==> config.mk <==
export PLATFORM = sky130hd
export DESIGN_NAME = mem_addr_ctrl
export DESIGN_NICKNAME = d
export VERILOG_FILES = /design/src/rtl/mem_addr_ctrl.sv
export SDC_FILE = /design/constraint.sdc
export NUM_CORES = 1
export LEC_CHECK = 0
export CAP_MARGIN = 20
export CORE_MARGIN = 4
export CORE_UTILIZATION = 40
export DETAILED_ROUTE_END_ITERATION = 10
export GPL_TIMING_DRIVEN = 0
export HOLD_SLACK_MARGIN = 0.12
export MAX_ROUTING_LAYER = met4
export PLACE_DENSITY = 0.68
export SYNTH_ARGS = -nofsm -noshare
export SYNTH_HDL_FRONTEND = slang
export SYNTH_SLANG_ARGS = --single-unit
==> constraint.sdc <==
create_clock -name clk_i -period 2.3 [get_ports clk_i]
set_input_delay 0.46 -clock clk_i [delete_from_list [all_inputs] [get_ports clk_i]]
set_output_delay 0.46 -clock clk_i [all_outputs]
set_load 0.005 [all_outputs]
==> src/rtl/mem_addr_ctrl.sv <==
// Address controller for the circular sample buffer: write/read pointers over
// DEPTH words, occupancy count, full/empty status and sticky over/underflow flags.
module mem_addr_ctrl #(
    parameter int AWIDTH  = 4,
    parameter int DEPTH   = 2**AWIDTH,
    parameter bit WRAP_EN = 1'b1
) (
    input  logic              clk_i,
    input  logic              arstn_i,
    input  logic              wren_i,
    input  logic              rden_i,
    input  logic              fsm_clr_i,
    output logic [AWIDTH-1:0] wraddr_o,
    output logic [AWIDTH-1:0] rdaddr_o,
    output logic [AWIDTH:0]   used_o,
    output logic              full_o,
    output logic              empty_o,
    output logic              ovf_o,
    output logic              udf_o
);

    localparam logic [AWIDTH-1:0] LAST_PTR = AWIDTH'(DEPTH - 1);
    localparam logic [AWIDTH:0]   DEPTH_W  = (AWIDTH + 1)'(DEPTH);

    logic [AWIDTH-1:0] wr_q, wr_d, rd_q, rd_d;
    logic [AWIDTH:0]   used_q, used_d;
    logic              full_q, full_d, empty_q, empty_d;
    logic              ovf_q, ovf_d, udf_q, udf_d;
    logic              rd_acc, wr_acc, rd_adv;

    // Pointers wrap at DEPTH-1 so non-power-of-two depths never address past the buffer.
    function automatic logic [AWIDTH-1:0] next_ptr(input logic [AWIDTH-1:0] p);
        return (p == LAST_PTR) ? '0 : p + AWIDTH'(1);
    endfunction

    always_comb begin
        wr_d    = wr_q;
        rd_d    = rd_q;
        used_d  = used_q;
        ovf_d   = ovf_q;
        udf_d   = udf_q;
        rd_acc  = rden_i && !empty_q;
        wr_acc  = wren_i && (!full_q || WRAP_EN || rd_acc);
        // An overwriting write at full also retires the oldest word.
        rd_adv  = rd_acc || (wren_i && full_q && WRAP_EN && !rd_acc);

        if (fsm_clr_i) begin
            wr_d   = '0;
            rd_d   = '0;
            used_d = '0;
            ovf_d  = 1'b0;
            udf_d  = 1'b0;
        end else begin
            if (rden_i && empty_q)
                udf_d = 1'b1;
            if (wren_i && full_q && !rd_acc)
                ovf_d = 1'b1;
            if (wr_acc)
                wr_d = next_ptr(wr_q);
            if (rd_adv)
                rd_d = next_ptr(rd_q);
            if (wr_acc && !rd_adv)
                used_d = used_q + (AWIDTH + 1)'(1);
            else if (rd_adv && !wr_acc)
                used_d = used_q - (AWIDTH + 1)'(1);
        end

        full_d  = (used_d == DEPTH_W);
        empty_d = (used_d == '0);
    end

    always_ff @(posedge clk_i or negedge arstn_i) begin
        if (!arstn_i) begin
            wr_q    <= '0;
            rd_q    <= '0;
            used_q  <= '0;
            full_q  <= 1'b0;
            empty_q <= 1'b1;
            ovf_q   <= 1'b0;
            udf_q   <= 1'b0;
        end else begin
            wr_q    <= wr_d;
            rd_q    <= rd_d;
            used_q  <= used_d;
            full_q  <= full_d;
            empty_q <= empty_d;
            ovf_q   <= ovf_d;
            udf_q   <= udf_d;
        end
    end

    assign wraddr_o = wr_q;
    assign rdaddr_o = rd_q;
    assign used_o   = used_q;
    assign full_o   = full_q;
    assign empty_o  = empty_q;
    assign ovf_o    = ovf_q;
    assign udf_o    = udf_q;

endmodule

Run 1, placement by cell class:
(8 px per um) Fill, decap, tap and diode cells in grey.
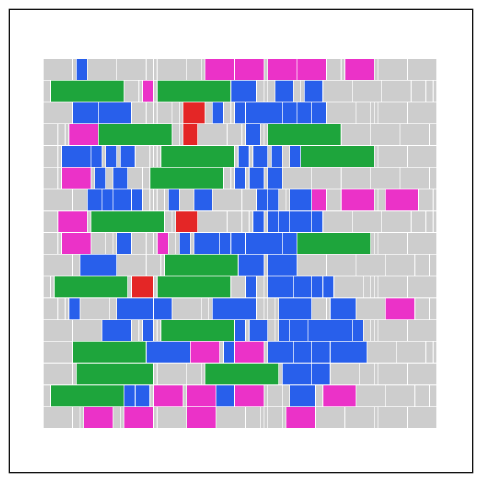
| colour | class | cells | share of their area |
|---|---|---|---|
| red | clock drivers and dummy loads | 4 | 2.3% |
| magenta | remaining buffers and delay cells | 25 | 20% |
| blue | remaining logic cells | 81 | 43% |
| green | registers | 17 | 35% |
Std-Cell Rows: 17
Core Box Area: 2280 um^2
post-layout utilization of the core: 0.546

Run 1, sequential cells grouped by signal name:
(8 px per um)
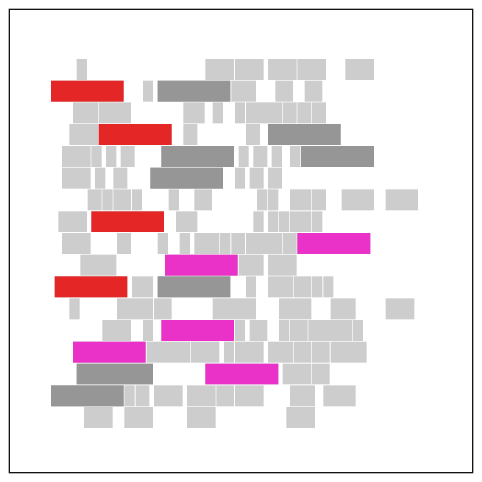
| colour | netlist name | placed flops |
|---|---|---|
| magenta | used_o | 5 |
| red | wraddr_o | 4 |

Run 1, supply network:
(6 px per um) Pins as bars on the die edge.
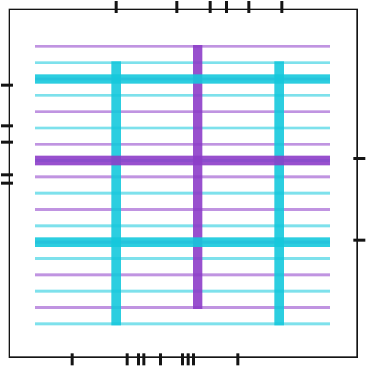
| colour | net |
|---|---|
| cyan | VSS |
| purple | VDD |
met1 rails: 18
signal pins: 22
met5 straps: 3
met4 straps: 3
rows: 17

==> flow_summary.rst, run 1 <==
Flow metrics
------------

.. list-table::
   :header-rows: 1

   * - Metric
     - Value
   * - Run status
     - completed
   * - Met2 wire len
     - roughly 1100 um
   * - Post-synthesis cell area
     - 990 um^2
   * - Portion of total power attributed to the clock network
     - 0.169
   * - Layout cells sized above 1
     - 0.134
   * - Switching Fraction
     - 0.341
   * - Logic gate share of total power
     - 0.391
   * - Top contributor to total power
     - sequential cells
   * - Average size of a mapped cell
     - roughly 9.5 um^2
   * - Worst Hold Slack
     - roughly 500 ps
   * - Half-perimeter wire length of the detailed placement result
     - about 1600 um
   * - Number of sinks on the clock net
     - 17
   * - Diode count
     - 0
   * - Met3 usage
     - 0.0334
   * - Worst-case clock skew
     - just over 10 ps
   * - Crit path kind
     - in2reg
   * - CTS max path bufs
     - 2
   * - Depth of the worst register-to-register path
     - 7
   * - Worst-path fanout max
     - 7
   * - Crit-path cells
     - clkdlybuf4s50_1 > nand2b_1 > buf_6 > and3_4 > a31oi_1 > mux2_4 > nor3b_2
   * - Final instance area
     - 1240 um^2
   * - Commonest register cell after synthesis
     - dfrtp_1
   * - Final routed DRC violation total
     - 0
   * - Count of buffers added by post-CTS timing repair for setup
     - 0
   * - Number of flops mapped to enable cells by yosys
     - 0
   * - Critical path startpoint category
     - primary input
   * - Hold Crit Start
     - udf_o$_DFFE_PN0P_
   * - Top Layer Used
     - met4
   * - R2r startpoint
     - used_o[0]$_DFF_PN0_
   * - Core Util at FP
     - 0.435
   * - Worst-path clk slew
     - 100 ps
   * - Depth of the critical timing path with buffers and inverters included
     - 7
   * - Critical path arrival
     - 2100 ps
   * - WL per Instance
     - ~14 um
   * - P_seq
     - between 400 and 500 uW
   * - Number of buffers inserted during clock tree synthesis
     - 3
   * - Leakage
     - around 0.00053 uW
   * - Internal power
     - just over 600 uW
   * - Late-Pin Clk Latency
     - approximately 290 ps
   * - Total clock network power
     - between 150 and 200 uW
   * - Top area cell types
     - dfrtp_1 40%, nor2_1 5.7%, ha_1 5.1%
   * - Met2 Use GR
     - 0.218
   * - CTS tree
     - yes
   * - Sum of buffers and inverters on the critical path
     - 2
   * - Initial antenna violation count
     - 0
   * - Setup-failing EPs final
     - 0
   * - Largest delay share family, worst path
     - buffers and inverters
   * - Number of buffer cells added on primary ports
     - 19
   * - Unrepaired setup endpoints after global routing
     - false
   * - Hold path depth
     - 2
   * - Total vias in the final route
     - ~840
   * - Overall fraction of global-route tracks in use
     - 0.144
   * - Overall power after layout
     - a little over 900 uW
   * - Gate count after technology mapping
     - 104
   * - Fraction of the yosys area taken by sequential cells
     - 0.431
   * - Combinational power
     - ~360 uW
   * - Dominant cell type by area after synthesis
     - dfrtp_1
   * - Synth Net Count
     - ~110
   * - Via count of the first global-routing pass
     - roughly 800
   * - Area share, top type
     - 0.405
   * - Count of antenna-violating nets left after detailed routing
     - 0
   * - First-pass GRT wire length
     - 3620 um
   * - Worst Setup SP
     - rden_i
   * - Total count of max-transition violations in the final report
     - 0
   * - Slowest cell delay on critical path
     - between 500 and 600 ps
   * - I/O pin count
     - 22
   * - Area overhead of the layout relative to synthesis
     - 25.5%
   * - Aoi/oai-family share of the synthesized area
     - 0.138
   * - Iteration-0 DRC count of the detailed router
     - 23
   * - Slew @ Worst Pin
     - around 750 ps
   * - Number of warnings issued by yosys
     - 0
   * - GR peak layer
     - met2
   * - Cell with the largest stage delay on the worst path
     - clkdlybuf4s50_1
   * - Count of cells resized by post-cts repair
     - 0
   * - Mux share of post-synthesis cell area
     - 0.0518
   * - Total congestion overflow after global routing
     - 0
   * - Via density
     - approximately 5.4
   * - Number of detailed-route iterations in the first pass
     - 4
   * - Worst slew slack as a fraction of its limit
     - 0.496
   * - Final GP Congestion
     - ~0.85
   * - Number of nets in the finished design
     - ~140
   * - Path category of the worst min-delay check
     - reg2reg
   * - Largest vdd supply drop
     - about 500 uV
   * - Adder share
     - 0.0506
   * - Power per standard cell area
     - 743 nW/um^2
   * - Fraction of met1 tracks used by global routing
     - 0.187
   * - Yosys Instances
     - 104
   * - Endpoint type of the worst setup path
     - flop
   * - Placed cell areas
     - 1210 um^2
   * - Relative contribution of sequential cells to total power
     - 0.440
   * - Post-CTS Hold Buffers
     - 0
   * - Wl on met1
     - ~970 um
   * - Simple-gate share of the synthesized area
     - 0.235
run 1: flip-flops by register name (all words and copies together) (netlist names):
name / count
udf_o: 1
rdaddr_o: 4
used_o: 5
empty_o: 1
full_o: 1
ovf_o: 1
wraddr_o: 4
run 1: stage by stage:
| step | util | instances | setup slack, ps |
|---|---|---|---|
| floorplan | - | 104 | 617 |
| global placement | 0.534 | 151 | 68.7 |
| detailed placement | 0.534 | 151 | 75.3 |
| CTS | 0.546 | 155 | 389 |
| global route | 0.546 | 155 | 337 |
| finish | 0.546 | 155 | 375 |
run 1: cell usage in the layout, fill, tap and decap left out, drive strengths merged:
master,n
nor4,1
or3,2
o21ai,2
inv,3
dfstp,1
nand3,3
clkbuf,5
nand2,13
clkdlybuf4s50,19
dfrtp,16
a21oi,9
a31oi,5
mux2,3
clkinv,1
nor4b,1
and3,1
a41oi,1
o311ai,1
ha,4
a211oi,2
mux2i,1
and2b,1
nor3,1
nor4bb,1
nor2b,2
xor2,3
nand2b,2
a211o,2
nor3b,1
buf,4
nor2,15
xnor2,1
run 1: cell type report:
class / count / area (um^2) / area share
multi-input combinational: 78 / 505 / 0.407
sequential: 17 / 427 / 0.343
timing repair buffer: 19 / 190 / 0.153
buffer: 6 / 46.3 / 0.0373
tap: 28 / 35.0 / 0.0282
clock buffer: 3 / 22.5 / 0.0181
inverter: 3 / 11.3 / 0.00906
clock inverter: 1 / 5.00 / 0.00403
run 1: final timing paths:
check,slack [ps],end
worst max-delay path,370,full_o$_DFF_PN0_
worst max register to register,440,full_o$_DFF_PN0_
worst min-delay path,510,udf_o$_DFFE_PN0P_
min in group asynchronous,600,udf_o$_DFFE_PN0P_
max in group asynchronous,1210,rdaddr_o[0]$_DFFE_PN0P_
worst min register to register,510,udf_o$_DFFE_PN0P_
==> run 2: changes to the inputs <==
--- a/config.mk
+++ b/config.mk
@@ -12,7 +12,7 @@
 export GPL_TIMING_DRIVEN = 0
 export HOLD_SLACK_MARGIN = 0.12
 export MAX_ROUTING_LAYER = met4
-export PLACE_DENSITY = 0.68
+export PLACE_DENSITY = 0.7
 export SYNTH_ARGS = -nofsm -noshare
 export SYNTH_HDL_FRONTEND = slang
 export SYNTH_SLANG_ARGS = --single-unit
==> constraint.sdc (replaced) <==
create_clock -name clk_i -period 1.7 [get_ports clk_i]
set_input_delay 0.34 -clock clk_i [delete_from_list [all_inputs] [get_ports clk_i]]
set_output_delay 0.34 -clock clk_i [all_outputs]
set_load 0.005 [all_outputs]
Run 2, placement by cell class:
(8 px per um) Fill, decap, tap and diode cells in grey.
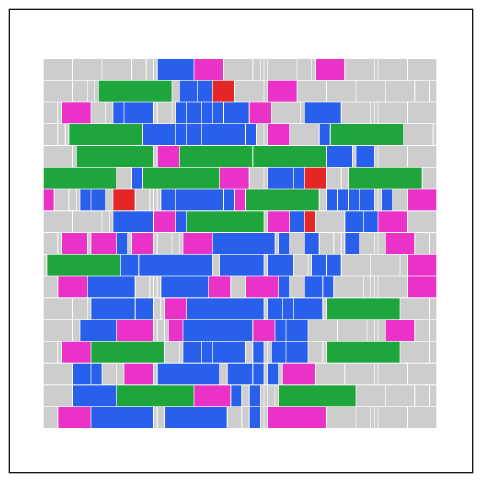
| colour | class | cells | share of their area |
|---|---|---|---|
| blue | remaining logic cells | 81 | 45% |
| magenta | remaining buffers and delay cells | 35 | 23% |
| red | clock drivers and dummy loads | 4 | 1.8% |
| green | registers | 17 | 30% |

==> flow_summary.rst, run 2 <==
Flow metrics
------------

.. list-table::
   :header-rows: 1

   * - Metric
     - Value
   * - Initial antenna violation count
     - 0
   * - Dominant kind of cell
     - logic gates
   * - Crit-path cells
     - inv_1 > ha_2 > nand2b_1 > nor4_4 > a31oi_4 > mux2_4 > nor3b_2
   * - Total congestion overflow after global routing
     - 0
   * - Layout cells sized above 1
     - 0.307
   * - Depth of the critical timing path with buffers and inverters included
     - 7
   * - Worst-path clk slew
     - 100 ps
   * - Final routed DRC violation total
     - 0
   * - Top area cell types
     - dfrtp_1 40%, nor2_1 5.7%, ha_1 5.1%
   * - Number of buffer cells added on primary ports
     - 19
   * - Count of maximum capacitance violations
     - 0
   * - Iteration-0 DRC count of the detailed router
     - 17
   * - Unrepaired setup endpoints after global routing
     - true
   * - Chip height
     - 57.7 um
   * - Count of antenna-violating nets left after detailed routing
     - 0
   * - First-pass GRT wire length
     - 4250 um
   * - Minimum clock period after layout
     - around 1700 ps
   * - Power per standard cell area
     - ~1100 nW/um^2
   * - Maximum frequency from static timing analysis
     - slightly below 600 MHz
   * - Deepest level of the CTS H-tree
     - 1
   * - Via density
     - approximately 5.4
   * - Cell with the largest stage delay on the worst path
     - dfrtp_2
   * - Commonest cells after routing, fill and taps aside
     - 15 x nor2_1, 15 x clkdlybuf4s50_1, 13 x nand2_1
   * - Horiz. Die Dim
     - roughly 58 um
   * - Number of sinks on the clock net
     - 17
   * - Late-Pin Clk Latency
     - between 200 and 300 ps
   * - Largest delay share family, worst path
     - simple AND/OR/NAND/NOR gates
   * - Clock root buffer master
     - clkbuf_4
   * - Count of buffers not belonging to the clock network in the layout
     - 35
   * - Flop count
     - 17
   * - Fraction of the yosys area taken by sequential cells
     - 0.431
   * - Final Hold Violation Tally
     - 0
   * - Std-Cell Rows
     - 17
   * - Overall power after layout
     - between 1500 and 2000 uW
   * - Distinct cells, synth
     - 32
   * - Critical path data required time
     - 1890 ps
   * - Comb gates
     - roughly 78
   * - Final GP Congestion
     - approximately 0.82
   * - Critical path startpoint category
     - flop
   * - Commonest register cell after synthesis
     - dfrtp_1
   * - Crit path to
     - full_o$_DFF_PN0_
   * - Gate count after technology mapping
     - 104
   * - Tally of OpenROAD warnings
     - 28
   * - Setup-failing EPs final
     - 0
   * - Clock tree cell share of total cell area
     - 0.0178
   * - Diode count
     - 0
   * - Worst Hold Slack
     - between 400 and 500 ps
   * - Flip-flop count of the largest register, all copies and words added
     - 5
   * - Area overhead of the layout relative to synthesis
     - 48.9%
   * - Placed cell areas
     - ~1200 um^2
   * - Most popular library cell in the synthesized design by count
     - dfrtp_1
   * - Average size of a mapped cell
     - 9.52 um^2
   * - Worst setup slack before clock tree synthesis
     - -384 ps
   * - Post-layout utilization of the core
     - 0.648
   * - Final instance area
     - roughly 1500 um^2
   * - Post-CTS Hold Buffers
     - 0
   * - Final period util
     - 0.986
   * - Yosys Instances
     - 104
   * - Overall fraction of global-route tracks in use
     - 0.169
   * - Multi-input logic area
     - about 640 um^2
   * - Slowest cell delay on critical path
     - roughly 450 ps
   * - TAP cells
     - 28
   * - Core Util at FP
     - 0.435
   * - Yosys chip area
     - slightly below 1000 um^2
   * - Clock buffer instance count of the final layout
     - 4
   * - Worst slew slack as a fraction of its limit
     - 0.471
   * - Sequential fraction of total cell area
     - 0.293
   * - CTS max path bufs
     - 2
   * - Total vias in the final route
     - ~900
   * - Critical path arrival
     - 1860 ps
   * - Number of nets in the finished design
     - around 150
   * - R2r startpoint
     - used_o[1]$_DFF_PN0_
   * - Number of detailed-route iterations in the first pass
     - 4
   * - I/O pin count
     - 22
   * - Crit path kind
     - reg2reg
   * - Multi-input combinational area share
     - 0.435
   * - Synth Net Count
     - ~110
   * - Worst Setup SP
     - used_o[1]$_DFF_PN0_
   * - Number of flops mapped to enable cells by yosys
     - 0
   * - Core Box Area
     - roughly 2300 um^2
   * - Total count of max-transition violations in the final report
     - 0
   * - Chip area
     - 3330 um^2
   * - Post-synthesis cell area
     - 990 um^2
   * - WL per Instance
     - around 16 um
   * - FF/Latch Area
     - ~430 um^2
   * - Leakage
     - 0.000642 uW
   * - Inverter count of the layout excluding clock inverters
     - 3
   * - Path category of the worst min-delay check
     - in2reg
   * - Via count of the first global-routing pass
     - approximately 870
   * - Number of storage elements in the synthesis netlist
     - 17
   * - Endpoint type of the worst setup path
     - flop
   * - Crit path setup slack, layout
     - around 25 ps
   * - Depth of the worst register-to-register path
     - 7
   * - Largest vdd supply drop
     - 813 uV
   * - Worst setup slack for register-to-register paths
     - ~25 ps
   * - Area share, top type
     - 0.405
   * - Number of warnings issued by yosys
     - 0
   * - Half-perimeter wire length of the detailed placement result
     - ~1600 um
   * - Non-clock buffers, area share
     - 0.222
   * - Filler instances
     - roughly 160
   * - Share of synthesized registers carrying an async set or reset
     - 1.00
   * - Sum of buffers and inverters on the critical path
     - 1
   * - Number of buffers inserted during clock tree synthesis
     - 3
   * - Dominant cell type by area after synthesis
     - dfrtp_1
   * - Synth cell count leaders
     - 16 x dfrtp_1, 15 x nor2_1, 13 x nand2_1
   * - Worst-path fanout max
     - 4
   * - Routed wire length
     - roughly 2600 um
   * - Endpoint of the worst-slack reg-to-reg timing path
     - full_o$_DFF_PN0_
   * - Worst-case clock skew
     - 2.48 ps
   * - Slew @ Worst Pin
     - slightly below 800 ps
   * - Largest net degree at the start of global routing
     - 18
   * - Run status
     - completed
   * - CTS tree
     - yes
Run 2, sequential cells grouped by signal name:
(8 px per um)
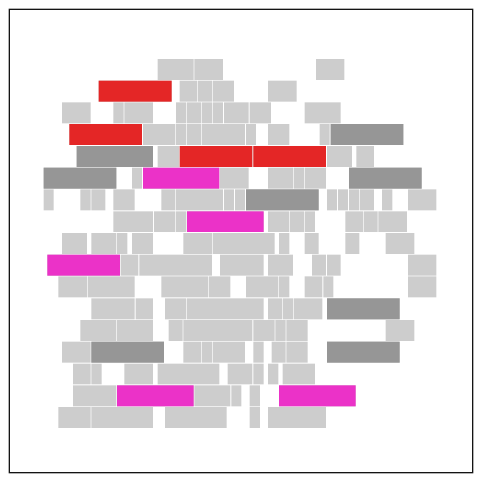
| colour | netlist name | placed flops |
|---|---|---|
| magenta | used_o | 5 |
| red | wraddr_o | 4 |

-- run 2: metal layers --
metal,vias up,global-route usage,wire length [um],share of wire
met5,-,-,0,0
met4,0,0.0464,27,0.010
met3,5,0.0490,115,0.044
met2,22,0.269,1360,0.52
met1,443,0.210,1140,0.43
li1,428,-,-,-
-- run 2: repair_timing --
| item | CTS | global route |
|---|---|---|
| setup endpoints to repair | 3 | 7 |
| gates resized | 19 | 12 |
| pin swaps | 5 | 5 |
| setup buffers | 8 | 3 |
| cloned | 0 | 0 |
-- run 2: kinds of logic after synthesis --
family,count (synthesis),share of synthesized area
fa+ha+maj,4,0.0506
mux,4,0.0518
xor+xnor,4,0.0354
simple gates,44,0.235
flops,17,0.431
compound gates,22,0.138
buf+inv,9,0.0581
-- run 2: power breakdown --
group	total, uW	switching [uW]	internal (uW)	leakage, uW
clock	220	129	91.4	0.0000150
combinational	818	379	439	0.000405
sequential	544	71.3	473	0.000222
-- run 2: worst min-delay path: cells and delay by family --
kind | cells | cell delay [ps]
compound gates | 1 | 60
buf+inv | 1 | 130
simple gates | 2 | 190
-- run 2: how the worst min path moves through the flow --
stage,from,end,slack [ps],depth (start not counted)
final,wren_i,rdaddr_o[1]$_DFFE_PN0P_,460,4
after global routing,wren_i,rdaddr_o[1]$_DFFE_PN0P_,490,4
after CTS,wren_i,rdaddr_o[1]$_DFFE_PN0P_,430,4
after detailed placement,ovf_o$_DFFE_PN0P_,ovf_o$_DFFE_PN0P_,490,2
after global placement,ovf_o$_DFFE_PN0P_,ovf_o$_DFFE_PN0P_,490,2
after floorplan,arstn_i,full_o$_DFF_PN0_,40,0
-- run 2: stage by stage --
step / setup TNS (ps) / instances
after floorplan: 0 / 104
after global placement: -1280 / 151
after detailed placement: -1320 / 151
after CTS: 0 / 163
after global routing: -59.8 / 165
final: 0 / 165
==> run 3: changes to the inputs <==
--- a/config.mk
+++ b/config.mk
@@ -12,7 +12,7 @@
 export GPL_TIMING_DRIVEN = 0
 export HOLD_SLACK_MARGIN = 0.12
 export MAX_ROUTING_LAYER = met4
-export PLACE_DENSITY = 0.7
+export PLACE_DENSITY = 0.68
 export SYNTH_ARGS = -nofsm -noshare
 export SYNTH_HDL_FRONTEND = slang
 export SYNTH_SLANG_ARGS = --single-unit
==> constraint.sdc (replaced) <==
create_clock -name clk_i -period 1.9 [get_ports clk_i]
set_input_delay 0.38 -clock clk_i [delete_from_list [all_inputs] [get_ports clk_i]]
set_output_delay 0.38 -clock clk_i [all_outputs]
set_load 0.005 [all_outputs]
Run 3, placement by cell class:
(8 px per um) Fill, decap, tap and diode cells in grey.
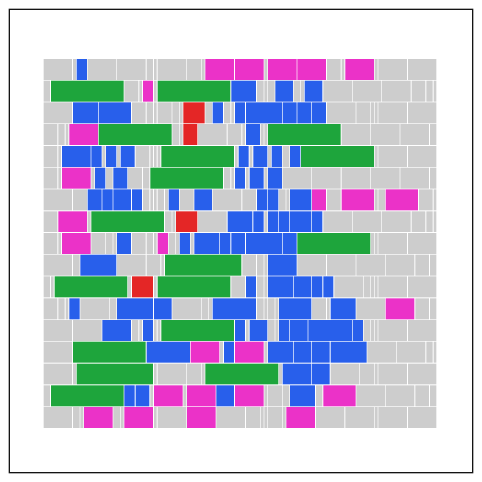
| colour | class | cells | share of their area |
|---|---|---|---|
| red | clock drivers and dummy loads | 4 | 2.3% |
| green | registers | 17 | 35% |
| blue | remaining logic cells | 81 | 43% |
| magenta | remaining buffers and delay cells | 25 | 20% |
sequential fraction of total cell area: 0.344
post-layout utilization of the core: 0.546
final instance area: 1240 um^2

==> flow_summary.rst, run 3 <==
Flow metrics
------------

.. list-table::
   :header-rows: 1

   * - Metric
     - Value
   * - Critical path arrival
     - slightly above 2000 ps
   * - Crit path kind
     - in2reg
   * - Final GP Congestion
     - between 0.8 and 0.9
   * - Xor/xnor share of the synthesized area
     - 0.0354
   * - Multi-input logic area
     - roughly 510 um^2
   * - Hold path depth
     - 4
   * - Dominant cell type by area after synthesis
     - dfrtp_1
   * - Number of buffer cells added on primary ports
     - 19
   * - Flip-flop count of the largest register, all copies and words added
     - 5
   * - Chip height
     - slightly below 60 um
   * - Gate count after technology mapping
     - 104
   * - Crit path to
     - full_o$_DFF_PN0_
   * - Summed negative setup slack over all endpoints
     - 0 ps
   * - Adder share
     - 0.0506
   * - First-pass GRT wire length
     - 3620 um
   * - Slew @ Worst Pin
     - roughly 750 ps
   * - Via count of the first global-routing pass
     - roughly 790
   * - Core Util at FP
     - 0.435
   * - Run status
     - completed
   * - I/O pin count
     - 22
   * - TAP cells
     - 28
   * - Number of warnings issued by yosys
     - 0
   * - Share of synthesized registers carrying an async set or reset
     - 1.00
   * - Cell with the largest stage delay on the worst path
     - clkdlybuf4s50_1
   * - Total congestion overflow after global routing
     - 0
   * - Yosys Instances
     - 104
   * - Clock root buffer master
     - clkbuf_4
   * - Final period util
     - 0.970
   * - Tally of OpenROAD warnings
     - 27
   * - Worst setup slack for register-to-register paths
     - 110 ps
   * - Worst Setup SP
     - rden_i
   * - Leakage
     - approximately 0.00053 uW
   * - Count of buffers added by post-CTS timing repair for setup
     - 0
   * - Clock tree cell share of total cell area
     - 0.0221
   * - Fraction of the yosys area taken by sequential cells
     - 0.431
   * - Largest delay share family, worst path
     - buffers and inverters
   * - Deepest level of the CTS H-tree
     - 1
   * - Distinct cells, synth
     - 32
   * - R2r startpoint
     - used_o[1]$_DFF_PN0_
   * - Non-clock buffers, area share
     - 0.190
   * - Area share, top type
     - 0.405
   * - Layout cells sized above 1
     - 0.142
   * - Largest vdd supply drop
     - around 600 uV
   * - Flop count
     - 17
   * - Final Hold Violation Tally
     - 0
   * - Main logic family after synthesis
     - simple AND/OR/NAND/NOR gates
   * - CTS max path bufs
     - 2
   * - Area overhead of the layout relative to synthesis
     - 25.7%
   * - Maximum frequency from static timing analysis
     - 542 MHz
   * - Count of maximum capacitance violations
     - 0
   * - Path category of the worst min-delay check
     - in2reg
   * - Total count of max-transition violations in the final report
     - 0
   * - Filler instances
     - roughly 210
   * - Depth of the critical timing path with buffers and inverters included
     - 7
   * - Top area cell types
     - dfrtp_1 40%, nor2_1 5.7%, ha_1 5.1%
   * - Via density
     - 5.39
   * - Worst-case clock skew
     - around 7.4 ps
   * - Horiz. Die Dim
     - approximately 58 um
   * - Setup-failing EPs final
     - 0
   * - Overall fraction of global-route tracks in use
     - 0.144
   * - Number of storage elements in the synthesis netlist
     - 17
   * - Number of buffers inserted during clock tree synthesis
     - 3
   * - Most popular library cell in the synthesized design by count
     - dfrtp_1
   * - Routed wire length
     - roughly 2200 um
   * - Simple-gate share of the synthesized area
     - 0.235
   * - Number of nets in the finished design
     - around 140
   * - Commonest register cell after synthesis
     - dfrtp_1
   * - Post-synthesis cell area
     - slightly below 1000 um^2
   * - Most used logic cell in the final layout
     - clkdlybuf4s50_1
   * - Commonest cells after routing, fill and taps aside
     - 19 x clkdlybuf4s50_1, 15 x nor2_1, 15 x dfrtp_1
Run 3, clock distribution:
(10 px per um)
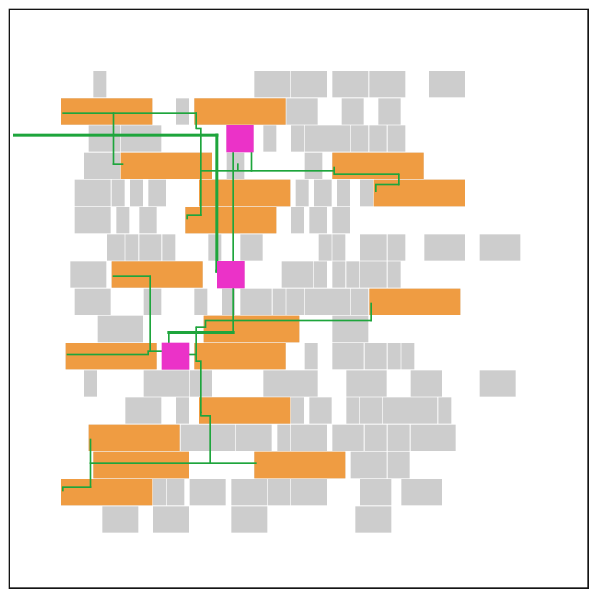
[orange] flip-flops | count: 17
[magenta] clock-net drivers | count: 3
[green] clock wires | length: 206 um
routed clock nets: 4

-- run 3: cell types whose count changed in the layout (fill, tap and decap cells not counted), moves of 2 or more --
cell,change
a31oi_4,-3
dfrtp_1,+3
dlygate4sd2_1,-2
dlymetal6s2s_1,-2
a31oi_1,+3
buf_4,-9
ha_2,-2
clkdlybuf4s50_1,+4
ha_1,+2
dfrtp_2,-3
-- run 3: report_power, final --
group          switching (uW)  internal [uW]
sequential               70.8            421
combinational             199            239
clock                     112           78.2
total                     382            738
-- run 3: logic make-up after synthesis --
| kind of cell | count (synthesis) |
|---|---|
| buf+inv | 9 |
| xor+xnor | 4 |
| fa+ha+maj | 4 |
| simple gates | 44 |
| compound gates | 22 |
| flops | 17 |
| mux | 4 |
-- run 3: layer usage --
metal / global-route usage / wire, um
met1: 0.187 / 989
met2: 0.218 / 1090
met3: 0.0334 / 82
met4: 0.0563 / 13
met5: - / 0
-- run 3: per-stage QoR --
step | hold slack [ps] | area (um^2) | util | worst slack, ps | cells
2_1_floorplan | 84.4 | 990 | - | 240 | 104
3_3_place_gp | 479 | 1210 | 0.534 | -251 | 151
3_5_place_dp | 493 | 1210 | 0.534 | -245 | 151
4_1_cts | 456 | 1240 | 0.546 | 48.7 | 155
5_1_grt | 478 | 1240 | 0.546 | 2.45 | 155
6_report | 473 | 1240 | 0.546 | 56.4 | 155
-- run 3: worst reg2reg max path, cell delays in order (launching register included) --
cell     delay [ps]
dfrtp_1         480
inv_1            90
ha_1            330
nand2_1          80
nor2_1           40
a211o_1         270
a31oi_1         320
nor3b_2          80
-- run 3: repair_timing --
item	4_1_cts	5_1_grt
endpoints found under the setup margin	0	2
gates resized	0	1
endpoints found under the hold margin	0	0
Power figures rest on the tool's default switching activity, not on a simulated workload.
